<file path="src/rtl/handshake_pkg.sv">
// Shared definitions for the 4-phase handshake arbiter: FSM state encoding
// and the default data word width.
package handshake_pkg;

    typedef enum logic [1:0] {
        ST_IDLE         = 2'd0,
        ST_WAIT_ACK     = 2'd1,
        ST_WAIT_DROP    = 2'd2,
        ST_WAIT_RELEASE = 2'd3
    } state_t;

    localparam int DATA_W = 16;

endpackage

</file>
<file path="src/rtl/handshake_arbiter_if.sv">
// Bundle of the sender-side and receiver-side handshake signals of the arbiter.
// The slave modport is the arbiter's view; the master modport is the view of
// the surrounding senders/receiver.
interface handshake_arbiter_if
    import handshake_pkg::*;
#(
    parameter int N   = 4,
    parameter int W   = DATA_W,
    parameter int IDW = 2
);
    logic [N-1:0]   ReqIn;
    logic [N*W-1:0] DataIn;
    logic [N-1:0]   AckOut;
    logic           ReqOut;
    logic [W-1:0]   DataOut;
    logic           AckIn;
    logic [IDW-1:0] GrantId;
    logic           Busy;

    modport slave (
        input  ReqIn, DataIn, AckIn,
        output AckOut, ReqOut, DataOut, GrantId, Busy
    );

    modport master (
        output ReqIn, DataIn, AckIn,
        input  AckOut, ReqOut, DataOut, GrantId, Busy
    );
endinterface

</file>
<file path="src/rtl/rr_pick.sv">
// Combinational winner selection: rotate the request vector so ptr sits at
// bit 0, take the lowest set bit, then rotate the index back.
// With HANDSHAKE_ARB_FIXED_PRIO_EN defined there is no ptr input and the
// lowest set request index wins directly.
module rr_pick #(
    parameter int N   = 4,
    parameter int IDW = 2
) (
    input  logic [N-1:0]   req,
`ifndef HANDSHAKE_ARB_FIXED_PRIO_EN
    input  logic [IDW-1:0] ptr,
`endif
    output logic           valid,
    output logic [IDW-1:0] idx
);

    assign valid = |req;

`ifdef HANDSHAKE_ARB_FIXED_PRIO_EN
    // Lowest index wins: scan downwards so the last hit is the smallest.
    always_comb begin
        idx = '0;
        for (int i = N - 1; i >= 0; i--) begin
            if (req[i]) idx = IDW'(i);
        end
    end
`else
    localparam logic [IDW:0] NUM = (IDW + 1)'(N);

    logic [2*N-1:0] dbl;
    logic [N-1:0]   rot;
    logic [IDW:0]   ptr_ext;
    logic [IDW-1:0] rot_idx;
    logic [IDW:0]   sum;

    assign dbl     = {req, req};
    assign ptr_ext = {1'b0, ptr};

    // Doubled vector lets a plain offset select implement the cyclic rotate.
    for (genvar gi = 0; gi < N; gi++) begin : g_rot
        assign rot[gi] = dbl[ptr_ext + (IDW + 1)'(gi)];
    end

    // Priority-encode the rotated vector, then add ptr back modulo N.
    always_comb begin
        rot_idx = '0;
        for (int i = N - 1; i >= 0; i--) begin
            if (rot[i]) rot_idx = IDW'(i);
        end
        sum = {1'b0, rot_idx} + ptr_ext;
        if (sum >= NUM) sum = sum - NUM;
        idx = sum[IDW-1:0];
    end
`endif

endmodule

</file>
<file path="src/rtl/handshake_arbiter.sv">
// N-to-1 arbiter for a 4-phase Request/Ack/Data channel. One requester is
// granted at a time, its word is latched, and the full downstream handshake
// runs before the channel is re-arbitrated (round-robin by default).
// Optional macro HANDSHAKE_ARB_FIXED_PRIO_EN: fixed priority, lowest index
// wins, and the rotating pointer is removed.
module handshake_arbiter
    import handshake_pkg::*;
#(
    parameter int N   = 4,
    parameter int W   = DATA_W,
    parameter int IDW = 2
) (
    input logic          clk,
    input logic          Reset,
    handshake_arbiter_if.slave bus
);

    state_t         state_q, state_d;
    logic           req_out_q, req_out_d;
    logic [N-1:0]   ack_out_q, ack_out_d;
    logic [W-1:0]   data_out_q, data_out_d;
    logic [IDW-1:0] grant_q, grant_d;

    logic           pick_valid;
    logic [IDW-1:0] pick_idx;
    logic [W-1:0]   slice [N];

    for (genvar gi = 0; gi < N; gi++) begin : g_slice
        assign slice[gi] = bus.DataIn[gi*W +: W];
    end

`ifdef HANDSHAKE_ARB_FIXED_PRIO_EN
    rr_pick #(.N(N), .IDW(IDW)) u_pick (
        .req   (bus.ReqIn),
        .valid (pick_valid),
        .idx   (pick_idx)
    );
`else
    logic [IDW-1:0] ptr_q, ptr_d;

    rr_pick #(.N(N), .IDW(IDW)) u_pick (
        .req   (bus.ReqIn),
        .ptr   (ptr_q),
        .valid (pick_valid),
        .idx   (pick_idx)
    );
`endif

    // Next-state and next-output logic of the handshake FSM.
    always_comb begin
        state_d    = state_q;
        req_out_d  = req_out_q;
        ack_out_d  = ack_out_q;
        data_out_d = data_out_q;
        grant_d    = grant_q;
`ifndef HANDSHAKE_ARB_FIXED_PRIO_EN
        ptr_d      = ptr_q;
`endif
        case (state_q)
            ST_IDLE: begin
                if (pick_valid) begin
                    grant_d    = pick_idx;
                    data_out_d = slice[pick_idx];
                    req_out_d  = 1'b1;
                    state_d    = ST_WAIT_ACK;
                end
            end
            ST_WAIT_ACK: begin
                if (bus.AckIn) begin
                    ack_out_d = N'(1) << grant_q;
                    state_d   = ST_WAIT_DROP;
                end
            end
            ST_WAIT_DROP: begin
                if (!bus.ReqIn[grant_q]) begin
                    req_out_d = 1'b0;
                    state_d   = ST_WAIT_RELEASE;
                end
            end
            ST_WAIT_RELEASE: begin
                if (!bus.AckIn) begin
                    ack_out_d = '0;
`ifndef HANDSHAKE_ARB_FIXED_PRIO_EN
                    ptr_d = (grant_q == IDW'(N - 1)) ? '0 : grant_q + 1'b1;
`endif
                    state_d = ST_IDLE;
                end
            end
            default: state_d = ST_IDLE;
        endcase
    end

    // State and output registers with asynchronous reset.
    always_ff @(posedge clk or posedge Reset) begin
        if (Reset) begin
            state_q    <= ST_IDLE;
            req_out_q  <= 1'b0;
            ack_out_q  <= '0;
            data_out_q <= '0;
            grant_q    <= '0;
`ifndef HANDSHAKE_ARB_FIXED_PRIO_EN
            ptr_q      <= '0;
`endif
        end else begin
            state_q    <= state_d;
            req_out_q  <= req_out_d;
            ack_out_q  <= ack_out_d;
            data_out_q <= data_out_d;
            grant_q    <= grant_d;
`ifndef HANDSHAKE_ARB_FIXED_PRIO_EN
            ptr_q      <= ptr_d;
`endif
        end
    end

    assign bus.ReqOut  = req_out_q;
    assign bus.AckOut  = ack_out_q;
    assign bus.DataOut = data_out_q;
    assign bus.GrantId = grant_q;
    assign bus.Busy    = (state_q != ST_IDLE);

endmodule
</file>
<file path="src/flat_wrapper.sv">
// flat-port wrapper written by rule: the top's interface ports become plain ports
module handshake_arbiter_flat import handshake_pkg::*;
#(
    parameter int N   = 4,
    parameter int W   = DATA_W,
    parameter int IDW = 2
)
  (clk, Reset, bus_ReqIn, bus_DataIn, bus_AckIn, bus_AckOut, bus_ReqOut, bus_DataOut, bus_GrantId, bus_Busy);
  handshake_arbiter_if #(.N(N), .W(W), .IDW(IDW)) bus_i ();
  input logic clk;
  input logic Reset;
  input wire logic [$bits(bus_i.ReqIn)-1:0] bus_ReqIn;
  input wire logic [$bits(bus_i.DataIn)-1:0] bus_DataIn;
  input wire logic [$bits(bus_i.AckIn)-1:0] bus_AckIn;
  output wire logic [$bits(bus_i.AckOut)-1:0] bus_AckOut;
  output wire logic [$bits(bus_i.ReqOut)-1:0] bus_ReqOut;
  output wire logic [$bits(bus_i.DataOut)-1:0] bus_DataOut;
  output wire logic [$bits(bus_i.GrantId)-1:0] bus_GrantId;
  output wire logic [$bits(bus_i.Busy)-1:0] bus_Busy;
  assign bus_i.ReqIn = bus_ReqIn;
  assign bus_i.DataIn = bus_DataIn;
  assign bus_i.AckIn = bus_AckIn;
  assign bus_AckOut = bus_i.AckOut;
  assign bus_ReqOut = bus_i.ReqOut;
  assign bus_DataOut = bus_i.DataOut;
  assign bus_GrantId = bus_i.GrantId;
  assign bus_Busy = bus_i.Busy;
  handshake_arbiter #(.N(N), .W(W), .IDW(IDW)) u_core (.clk(clk), .Reset(Reset), .bus(bus_i));
endmodule
</file>
<file path="config.mk">
export PLATFORM = sky130hd
export DESIGN_NAME = handshake_arbiter_flat
export DESIGN_NICKNAME = d
export VERILOG_FILES = /design/src/rtl/handshake_pkg.sv /design/src/rtl/handshake_arbiter_if.sv /design/src/rtl/rr_pick.sv /design/src/rtl/handshake_arbiter.sv /design/src/flat_wrapper.sv
export SDC_FILE = /design/constraint.sdc
export NUM_CORES = 1
export LEC_CHECK = 0
export ABC_CLOCK_PERIOD_IN_PS = 7050
export CORE_MARGIN = 5
export CORE_UTILIZATION = 45
export CTS_BUF_LIST = sky130_fd_sc_hd__clkbuf_4 sky130_fd_sc_hd__clkbuf_8 sky130_fd_sc_hd__clkbuf_16
export DETAILED_ROUTE_END_ITERATION = 7
export PLACE_DENSITY = 0.93
export SYNTH_ARGS = -nofsm -noshare
export SYNTH_HDL_FRONTEND = slang
export SYNTH_HIERARCHICAL = 1
export SYNTH_SLANG_ARGS = --single-unit
</file>
<file path="constraint.sdc">
create_clock -name clk -period 7.05 [get_ports clk]
set_input_delay 1.0575 -clock clk [delete_from_list [all_inputs] [get_ports clk]]
set_output_delay 1.0575 -clock clk [all_outputs]
set_load 0.01 [all_outputs]
</file>
Run 1, metal 1:
Scale bar: 20 µm. Supply wires on this layer in grey.
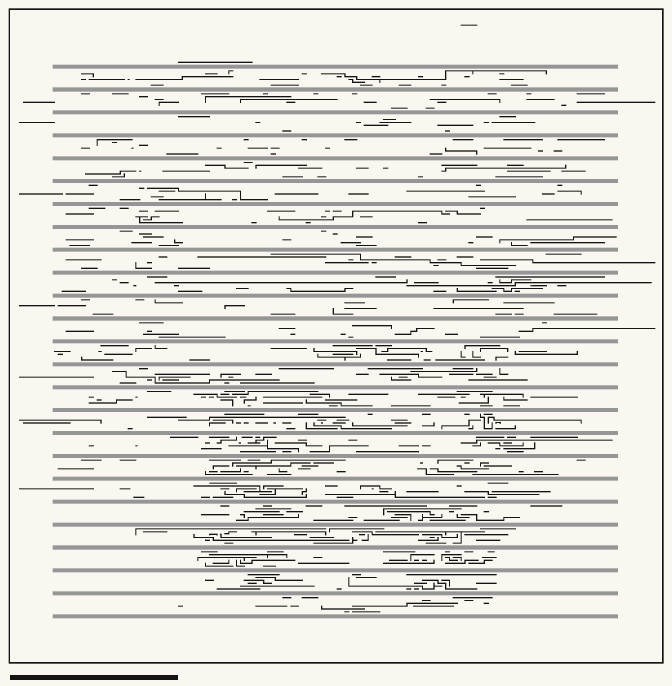
wire length on this layer = 1940 µm
nets with wire on the layer = 285
longest straight run = 29.9 µm
main direction = horizontal
share of all routed wire = 39%

Run 1, metal 2:
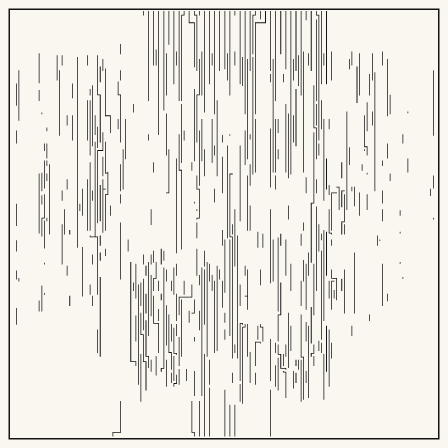
main direction = vertical
wire length on this layer = 2590 µm
met2 Use GR: 30.3%
Post-Route WL: 4960 µm
via count: 1736

Run 1, metal 3:
Scale bar: 20 µm.
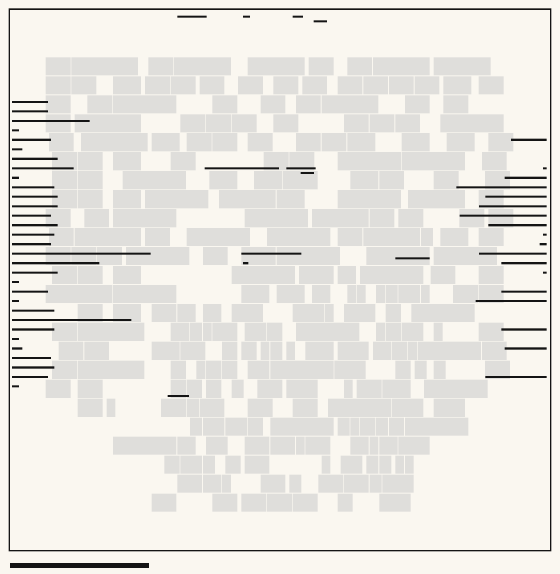
longest straight run = 19.6 µm
share of all routed wire = 6.6%
main direction = horizontal
met3 Use GR: 3.36%

Run 1, clock nets:
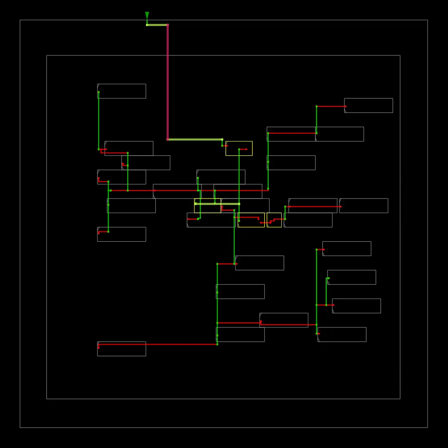
Clock Power: 0.0000904 W
CTS Buf Count: 3
Layout clock buffers: 4
FFs & Latches: 27
Fin Clk Skew: 0.00784 ns

==> deck_impl_summary.md, run 1 <==
Flow Results at a Glance

Run status
  • Run status: finished, final reports clean

Finish
  • Nets: 341
  • Clock-cell share of area: 1.61%
  • Multi-input gates: 121
  • Comb area: 1240 µm²
  • Seq/total area: about 22%
  • Layout area overhead: 47.7%
  • Final core utilization: 69.0%
  • Largest cell class: combinational gates
  • Diodes inserted: 0
  • Nonclk buf count: roughly 95
  • Share of post-route cells with drive strength above 1: around 14%
  • FF+latch area: just under 700 µm²
  • Number of fillers in the final layout: about 330

Clock network
  • CTS tree: done
  • H-tree Lvls: 1
  • Longest Clk Path Bufs: 2
  • Reg clk slew, reported paths: around 0.080 ns
  • Post-CTS Setup Inserts: 0
  • Resized cells post-CTS: 0
  • Clk latency late pin: around 0.27 ns
  • CTS sink count: 27

Detailed routing
  • Vias per cell: 5.60
  • Wire per inst: around 16 µm
  • 1st-iter DRT viols: about 63
  • Routed Antenna Nets: 0
  • Pre-Repair DR Iteration Count: 4

Synthesis
  • Post-synth top flop: dfrtp_1
  • MUX share of area: roughly 33%
  • Basic Gates by Area: 11.4%
  • Area figure in the yosys stat output: 2050 µm²
  • Async set or reset register ratio after synthesis: 100%
  • Netlist cell types: ~44
  • Post-Syn Area: a little over 2000 µm²
  • Adder and majority gate portion of the synthesized area: ~6.7%
  • Synth warn: 6
  • Xor+xnor area frac: 0%
  • Top cells by area: dfrtp_1, mux2_2, mux4_2, mux4_1, ha_1
  • Synth Seq Share: roughly a third
  • AND-OR/OR-AND Cells, Area Fraction: a little under a tenth
  • Number of cells in Yosys stat: roughly 170
  • Flops after synth: 27
  • Max-area cell share: around 33%
  • Cells after Synth: roughly 170
  • Comb area leader: multiplexers
  • Mean Syn Cell Area: between 10 and 15 µm²
  • Synth area leader: dfrtp_1

Min path
  • Path type of the worst min-delay path: reg2reg

Final timing
  • Pins over their slew limit: 0
  • Setup TNS: 0 ns
  • Fin Hold WS: 0.509 ns
  • RSZ-0062 raised after global routing: false
  • Final cycle utilization of the critical path: about 58%
  • Final Hold Viols: 0
  • Worst-Margin Slew: 1.07 ns
  • Final worst-path setup slack: 3.00 ns
  • Crit path time final: approximately 4 ns
  • Setup-failing EPs final: 0

Floorplan
  • Tap Cells: 52
  • Die width: approximately 77 µm
  • Num ports: about 95
  • FP Core Util: between 40% and 50%
  • Core area: around 4400 µm²
  • Die height: 77.4 µm
  • DIE AREA: roughly 6000 µm²

Power
  • P_sw: ~0.00048 W
  • Flop pwr share: about a quarter
  • Max VDD drop: roughly 0.26 mV
  • Leakage: between 1 and 1.5 nW

GRT
  • Number of global-route vias before repair: 1805
  • Grt total ovfl: 0
  • First-pass GRT wire length: between 8000 and 9000 µm
  • GR Util All Layers: about 17%
  • Pin count of the biggest net entering global routing: 28

Flow run
  • Max cap viols: 0
  • Log Warnings: 34

Worst setup path
  • CP required: between 7 and 8 ns
  • WP data arrival: between 4 and 5 ns
  • Crit Path Max Fanout: 17
  • Endpoint class of the critical path: flip-flop
  • Startpoint Class: input port

Placement
  • HPWL Detailed: ~4000 µm
  • GP Congestion: 0.864
  • Number of port buffers: roughly 94
-- run 1: registers in the layout, indices dropped and copies added (netlist names) --
signal	flops
u_core/state_q	2
u_core/bus.GrantId	2
u_core/bus.AckOut	4
u_core/bus.ReqOut	1
u_core/bus.DataOut	16
u_core/ptr_q	2
-- run 1: synthesized netlist by cell type, types with 5 or more instances --
| cell | number |
|---|---|
| o21ai_0 | 5 |
| mux4_1 | 7 |
| inv_1 | 11 |
| nor2_1 | 7 |
| dfrtp_1 | 27 |
| mux2_2 | 20 |
| ha_1 | 11 |
| mux4_2 | 9 |
| a21oi_1 | 5 |
| mux2i_1 | 7 |
-- run 1: final timing paths --
check                                                   from                                  to  slack (ns)  cells past startpoint
min in group asynchronous                              Reset  u_core/bus.DataOut[12]$_DFFE_PP0P_        1.34                      2
hold reg to reg            u_core/bus.DataOut[5]$_DFFE_PP0P_   u_core/bus.DataOut[5]$_DFFE_PP0P_        0.51                      1
setup reg to reg                 u_core/ptr_q[0]$_DFFE_PP0P_  u_core/bus.DataOut[14]$_DFFE_PP0P_        3.28                      7
max in group asynchronous                              Reset   u_core/bus.DataOut[7]$_DFFE_PP0P_        5.06                      2
hold / removal             u_core/bus.DataOut[5]$_DFFE_PP0P_   u_core/bus.DataOut[5]$_DFFE_PP0P_        0.51                      1
setup / recovery                                bus_ReqIn[3]  u_core/bus.DataOut[14]$_DFFE_PP0P_        3.00                      8
-- run 1: worst max-delay path: stages --
cell and delay [ns]:
clkdlybuf4s50_1 0.67, mux2i_1 0.15, and3_1 0.20, o21ai_0 0.18, nand4_1 0.12, ha_1 0.90
mux4_1 0.65, mux2_2 0.27
-- run 1: cells by family (layout without fill, tap and decap cells) --
| group | count (synthesis) | in the layout |
|---|---|---|
| mux | 43 | 43 |
| buf+inv | 23 | 110 |
| simple gates | 39 | 39 |
| fa+ha+maj | 11 | 11 |
| flops | 27 | 27 |
| compound gates | 28 | 28 |
-- run 1: cells in the final DEF, fill, tap and decap left out, types with 4 or more instances in the layout --
master and count:
inv_1 11, mux2_2 20, clkdlybuf4s50_1 94, mux4_1 7, nand3_1 4, nor2_1 7
nor2b_1 4, mux4_2 9, ha_1 11, a21oi_1 5, o21ai_0 5, dfrtp_1 27
mux2i_1 7
-- run 1: per-stage QoR --
stage	instance area, µm²	instances	power (W)
2_1_floorplan	2050	171	0.000964
3_3_place_gp	2980	306	0.00117
3_5_place_dp	2980	306	0.00120
4_1_cts	3020	310	0.00130
5_1_grt	3020	310	0.00138
6_report	3020	310	0.00128
-- run 1: layer usage --
layer	global-route usage, %	up-vias	wire length [µm]
met5	0	-	0
met4	4.64	0	100
met3	3.36	8	328
met2	30.3	63	2590
met1	19.7	826	1940
li1	-	839	-
-- run 1: power groups by stage --
stage | registers, W | logic, W | clock network [W]
finish | 0.000304 | 0.000886 | 0.0000904
global route | 0.000319 | 0.000961 | 0.0000987
CTS | 0.000305 | 0.000897 | 0.0000932
detailed placement | 0.000308 | 0.000895 | 0
global placement | 0.000303 | 0.000866 | 0
floorplan | 0.000321 | 0.000643 | 0
Run 1, selected gate families:
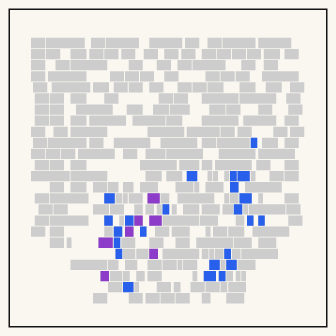

==> inputs of run 2 (changes only) <==
--- a/config.mk
+++ b/config.mk
@@ -5,12 +5,12 @@
 export SDC_FILE = /design/constraint.sdc
 export NUM_CORES = 1
 export LEC_CHECK = 0
-export ABC_CLOCK_PERIOD_IN_PS = 7050
+export ABC_CLOCK_PERIOD_IN_PS = 3900
 export CORE_MARGIN = 5
-export CORE_UTILIZATION = 45
+export CORE_UTILIZATION = 42
 export CTS_BUF_LIST = sky130_fd_sc_hd__clkbuf_4 sky130_fd_sc_hd__clkbuf_8 sky130_fd_sc_hd__clkbuf_16
 export DETAILED_ROUTE_END_ITERATION = 7
-export PLACE_DENSITY = 0.93
+export PLACE_DENSITY = 0.88
 export SYNTH_ARGS = -nofsm -noshare
 export SYNTH_HDL_FRONTEND = slang
 export SYNTH_HIERARCHICAL = 1
==> constraint.sdc (replaced) <==
create_clock -name clk -period 3.9 [get_ports clk]
set_input_delay 0.585 -clock clk [delete_from_list [all_inputs] [get_ports clk]]
set_output_delay 0.585 -clock clk [all_outputs]
set_load 0.01 [all_outputs]
Run 2, selected gate families:
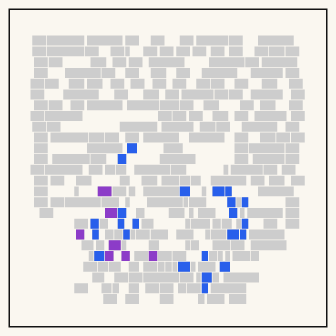
blue -> aoi and oai cells  # cells 23
purple -> and/or cells  # cells 7
multi-input combinational area share: 40.3%
most frequent logic cell in the layout: clkdlybuf4s50_1
fin cells: 331

==> deck_impl_summary.md, run 2 <==
Flow Results at a Glance

Clock network
  • CTS sink count: 27 (unchanged)
  • Post-CTS Setup Inserts: 0 (unchanged)
  • Longest Clk Path Bufs: 2 (unchanged)
  • Clk latency late pin: 0.28 ns (about the same)
  • CTS Buf Count: 3 (unchanged)

Floorplan
  • Die height: 79.8 µm (+3.1%)
  • Num ports: 95 (unchanged)
  • DIE AREA: 6370 µm² (+6.2%)
  • Die width: 79.8 µm (+3.1%)

Detailed routing
  • 1st-iter DRT viols: 70 (+11%)
  • Wire per inst: 16.0 µm (about the same)
  • Routed Antenna Nets: 0 (unchanged)

Final timing
  • Final cycle utilization of the critical path: a little under nine tenths
  • Crit path time final: between 3 and 4 ns
  • Fin Clk Skew: 0.00122 ns (-0.00662 ns)
  • Pins over their slew limit: 0 (unchanged)

Worst setup path
  • Slowest cell on crit path: dfrtp_1
  • Worst r2r src: u_core/ptr_q[0]$_DFFE_PP0P_
  • CP Cell Sequence: ha_1 -> mux2i_1 -> or4_2 -> nand4_1 -> ha_1 -> inv_1 -> a311o_1 -> o211ai_1 -> buf_4 -> mux4_2 -> mux2_2
  • CP required: 4.07 ns (-3.13 ns)
  • Critical path buffer and inverter count: 2 (+1)
  • Crit path top cell by count: ha_1
  • Endpoint class of the critical path: flip-flop
  • FF-to-FF setup slack: 0.53 ns (-2.75 ns)

Synthesis
  • Flops after synth: 27 (unchanged)
  • Number of cells in Yosys stat: 171 (unchanged)
  • Synth Seq Share: 33.0% (unchanged)
  • Synth area leader: dfrtp_1
  • Basic Gates by Area: 11.4% (unchanged)
  • Post-synth top flop: dfrtp_1
  • Mean Syn Cell Area: 12.0 µm² (unchanged)
  • Synth warn: 6 (unchanged)
  • Post-Syn Area: 2050 µm² (unchanged)
  • Netlist cell types: 44 (unchanged)
  • Async set or reset register ratio after synthesis: 100% (unchanged)
  • AND-OR/OR-AND Cells, Area Fraction: 9.35% (unchanged)

Placement
  • Number of port buffers: 94 (unchanged)
  • GP Congestion: 0.799 (-7.5%)

Finish
  • Nets: 347 (+1.8%)
  • Max reg flops: 16 (unchanged)
  • Diodes inserted: 0 (unchanged)

GRT
  • Number of global-route vias before repair: 1745 (-3.3%)

Power
  • Leakage: 1.25 nW (+2.3%)
  • Max VDD drop: 0.685 mV (+170%)

Min path
  • Hold EP: u_core/bus.DataOut[2]$_DFFE_PP0P_
  • Hold depth: 1 (unchanged)

Run status
  • Run status: finished, final reports clean
Run 2, metal 3:
Scale bar: 20 µm.
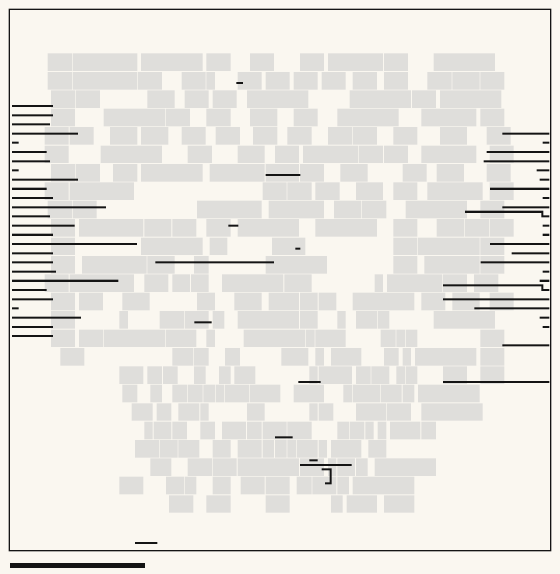
longest straight run = 18.2 µm
share of all routed wire = 7.0%
nets with wire on the layer = 58
main direction = horizontal
wire length on this layer = 373 µm
met3 Use GR: 3.16%
via count: 1770
Post-Route WL: 5300 µm

-- run 2: netlist changes by cell type in the layout (fill, tap and decap cells not counted) --
cell,previous run,this run
buf_4,1,7
-- run 2: layout make-up --
| class | count | area (µm²) | area share, % |
|---|---|---|---|
| clock buffers | 4 | 48.8 | 1.58 |
| flip-flops and latches | 27 | 676 | 21.9 |
| inverters | 11 | 41.3 | 1.34 |
| multi-input cells | 121 | 1240 | 40.3 |
| well taps | 67 | 83.8 | 2.71 |
| repair buffers | 101 | 993 | 32.2 |
-- run 2: power by group --
| group | total [W] | internal (W) | switching [W] |
|---|---|---|---|
| clock | 0.000175 | 0.0000804 | 0.0000944 |
| sequential | 0.000550 | 0.000424 | 0.000126 |
| combinational | 0.00163 | 0.000961 | 0.000664 |
-- run 2: worst max path at each step --
stage	to	slack, ns	start
floorplan	u_core/bus.DataOut[0]$_DFFE_PP0P_	0.64	u_core/ptr_q[1]$_DFFE_PP0P_
detailed placement	u_core/bus.DataOut[8]$_DFFE_PP0P_	0.31	bus_ReqIn[2]
finish	u_core/bus.DataOut[8]$_DFFE_PP0P_	0.53	u_core/ptr_q[0]$_DFFE_PP0P_
global route	u_core/bus.DataOut[6]$_DFFE_PP0P_	0.33	u_core/ptr_q[0]$_DFFE_PP0P_
global placement	u_core/bus.DataOut[4]$_DFFE_PP0P_	0.42	bus_ReqIn[2]
CTS	u_core/bus.DataOut[8]$_DFFE_PP0P_	0.54	u_core/ptr_q[0]$_DFFE_PP0P_
-- run 2: logic make-up (layout without fill, tap and decap cells) --
logic type               Yosys count  after routing
flip-flops                        27             27
AND/OR/NAND/NOR                   39             39
AND-OR/OR-AND                     28             28
adder cells (fa/ha/maj)           11             11
multiplexers                      43             43
buffers and inverters             23            116
-- run 2: per-layer routing --
metal	vias up	global-route usage [%]	share of wire (%)
met5	-	0	0
met4	0	6.93	1.8
met3	7	3.16	7.0
met2	67	29.6	52
met1	845	19.7	39
li1	851	-	-
-- run 2: stage by stage --
step | power (W) | instances | worst slack (ns) | utilization (%) | area (µm²)
2_1_floorplan | 0.00174 | 171 | 0.641 | - | 2050
3_3_place_gp | 0.00214 | 327 | 0.425 | 64.3 | 3040
3_5_place_dp | 0.00220 | 327 | 0.306 | 64.3 | 3040
4_1_cts | 0.00237 | 331 | 0.537 | 65.4 | 3090
5_1_grt | 0.00254 | 331 | 0.328 | 65.4 | 3090
6_report | 0.00235 | 331 | 0.535 | 65.4 | 3090
Power and IR drop assume default switching activity.
